**Wiring by layer**

Drawn at 1.5 px/µm.
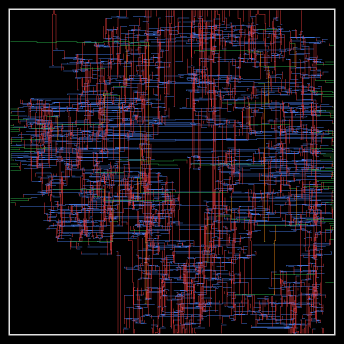
**Zoomed window**

Window x 152 to 172, y 44 to 64 µm. Cells in gray, sequential cells in the stronger gray; small squares are vias.
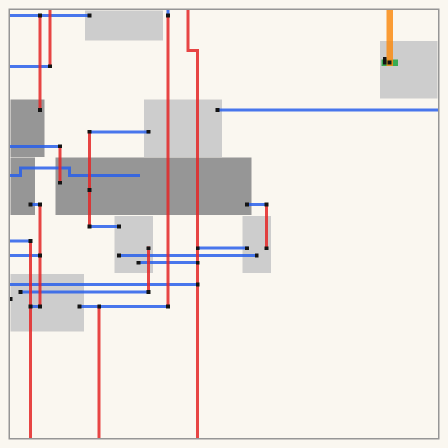
**Signal wires on met4**

Drawn at 1.5 px/µm.
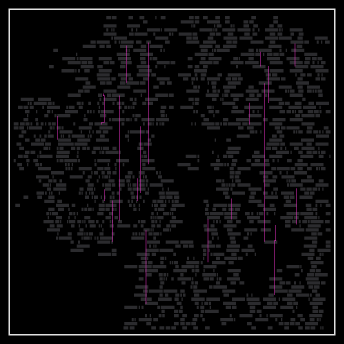
**Clock distribution**

Drawn at 1 px/µm.
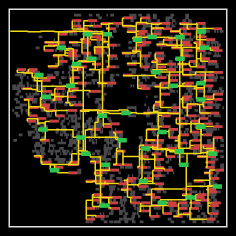
**Routing congestion**

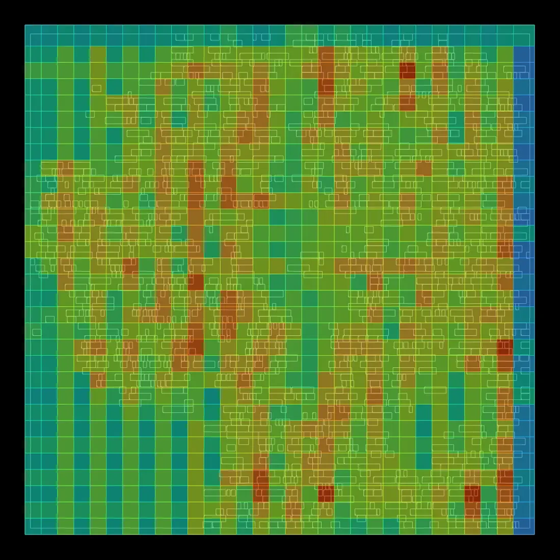
Design fetch_unit, sky130hd; sources not shown.
==> impl_metrics.env <==
# physical design summary
export IMPL_globalRouteMet2Util_pct=21.90
export IMPL_overflow=0
export IMPL_dieArea_um2=46630
export IMPL_arrival_ns=6.34
export IMPL_grt_max_degree=149
export IMPL_ys_cells=1127
export IMPL_wl_met2_um=14790
export IMPL_critPathCaptureType="register"
export IMPL_nMultiInputCombCells=758
export IMPL_pwr_density_cell_nw_per_um2=157.9
export IMPL_drv_cap=0
export IMPL_cts_sinks=270
export IMPL_p_leak_nw=7.138
export IMPL_clock_tree_area_fraction_pct=7.162
export IMPL_ys_ff=270
export IMPL_nNetsFinal=1403
export IMPL_ys_sh_simple_pct=9.806
export IMPL_relSlewSlack_pct=27.36
export IMPL_via_per_inst=4.575
export IMPL_sh_seq_area_pct=41.30
export IMPL_netlist_top_cells_count="dfrtp_1 (246), mux2_2 (139), nor2_1 (110)"
export IMPL_final_cells=1908
export IMPL_synth_top_area_share_pct=47.25
export IMPL_tightest_slew_ns=1.087
export IMPL_startpoint_type="input pin"
export IMPL_routed_top_layer="met4"
export IMPL_ios=170
export IMPL_drive_gt1_share_pct=19.30
export IMPL_clk_latency_ns=0.54
export IMPL_holdPathStages=1
export IMPL_grt_setup_unrepaired="false"
export IMPL_synth_compound_area_share_pct=6.790
export IMPL_dp_hpwl_um=21470
export IMPL_synthFlopType="dfrtp_1"
export IMPL_setup_viol_count_final=0
export IMPL_topCellsByArea="dfrtp_1 (47%), mux2_2 (12%), mux2i_1 (5.1%)"
export IMPL_n_all_inverters=50
export IMPL_register_area_um2=6790
export IMPL_ant_nets=0
export IMPL_outcome="completed"
export IMPL_min_period_ns=5.936
export IMPL_fin_util_pct=37.09
export IMPL_grt_pass1_wl_um=50690
export IMPL_path_class="input pin to register"
export IMPL_buf_share_pct=10.38
export IMPL_warnings=49
export IMPL_clockBufferDepth=3
export IMPL_antennaDiodeCount=0
export IMPL_drt_met1_wl_um=15340
export IMPL_grt_pass1_vias=8809
export IMPL_yosysChipArea_um2=13030
export IMPL_critPathRequiredTime_ns=13.21
export IMPL_ys_warn_count=0
export IMPL_cts_tree="done"
export IMPL_cts_buffers=37
export IMPL_drc=0
export IMPL_final_max_slew_violation_count=0
export IMPL_worst_hold_slack_ns=0.4834
export IMPL_wl_met3_um=1269
export IMPL_xor_area_share_pct=5.983
export IMPL_die_w_um=216.0
export IMPL_comb_area_share_pct=35.46
export IMPL_regToRegSetupSlack_ns=8.13
export IMPL_mostFrequentLayoutCells="dfrtp_1 (245), clkdlybuf4s50_1 (162), mux2_2 (139), nor2_1 (110), a21oi_1 (100)"
export IMPL_worstPathMaxFanout=11
export IMPL_top_area_cell_class="registers"
export IMPL_ys_seq_share_pct=52.09
export IMPL_final_fill_count=4386
export IMPL_synth_area_um2=13030
export IMPL_comb_area_um2=5829
export IMPL_ff_count=270
export IMPL_synth_most_common_cell="dfrtp_1"
export IMPL_final_common_cell="dfrtp_1"
export IMPL_core_um2=44320
export IMPL_reg2reg_depth=13
export IMPL_drt_iter0_drc=506
export IMPL_tns_ns=0
export IMPL_antenna_found_initial=0
export IMPL_core_rowCount=77
export IMPL_syn_area_per_cell_um2=11.56
export IMPL_largest_reg_flops=124
export IMPL_synth_cell_type_count=61
export IMPL_die_y_um=216.0
export IMPL_port_buffers=163
Notes on 'wiring by layer' above:
red -> met2  # wire length 14800 µm
orange -> met4  # wire length 652 µm
blue -> met1  # wire length 15300 µm
green -> met3  # wire length 1270 µm
gr usage total: 13.85%
DRT Wirelength: 32060 µm
WL per Instance: 16.80 µm
Vias: 8730

Notes on 'zoomed window' above:
blue -> met1
orange -> met4
green -> met3
red -> met2
sequential cells in the window = 1
most frequent = mux2i_1 (2)
cells with their middle in the window = 6

Notes on 'signal wires on met4' above:
share of all routed wire = 2.0%
nets with wire on the layer = 7
longest straight run = 105 µm

Notes on 'clock distribution' above:
red -> flip-flops  # count 270
green -> cells driving clock nets  # count 37
yellow -> clock wires  # length 4170 µm
flops lie = all over the die
routed clock nets = 38
clock-net power: 0.986 mW
Setup Skew: 0.01872 ns

Notes on 'routing congestion' above:
GR met1 Demand/Resource: 19.13%
GR Layer Usage met3: 2.692%
busiest grt layer: met2

stage by stage:
step / worst slack, ns / power [mW] / area, µm²
global placement: 6.243 / 1.627 / 15260
detailed placement: 6.316 / 1.630 / 15260
finish: 6.864 / 2.596 / 16440
global route: 6.657 / 2.768 / 16440
CTS: 6.846 / 2.645 / 16440
floorplan: 2.841 / 1.445 / 12800
power by group:
group	internal [mW]	leakage, nW	switching, mW
combinational	0.296	3.04	0.351
sequential	0.911	3.54	0.0509
clock	0.596	0.560	0.390
total	1.80	7.14	0.792
worst max-delay path, cell delays in order:
cell             delay [ns]
clkdlybuf4s50_1        0.44
nor4b_2                0.86
inv_1                  0.20
fa_1                   0.49
fa_1                   0.43
inv_1                  0.09
a21oi_1                0.09
o221ai_1               0.47
a31oi_1                0.21
a31oi_1                0.26
xor2_1                 0.17
mux2i_1                0.08
No activity file was given, so power comes from the tool's default toggle rates.
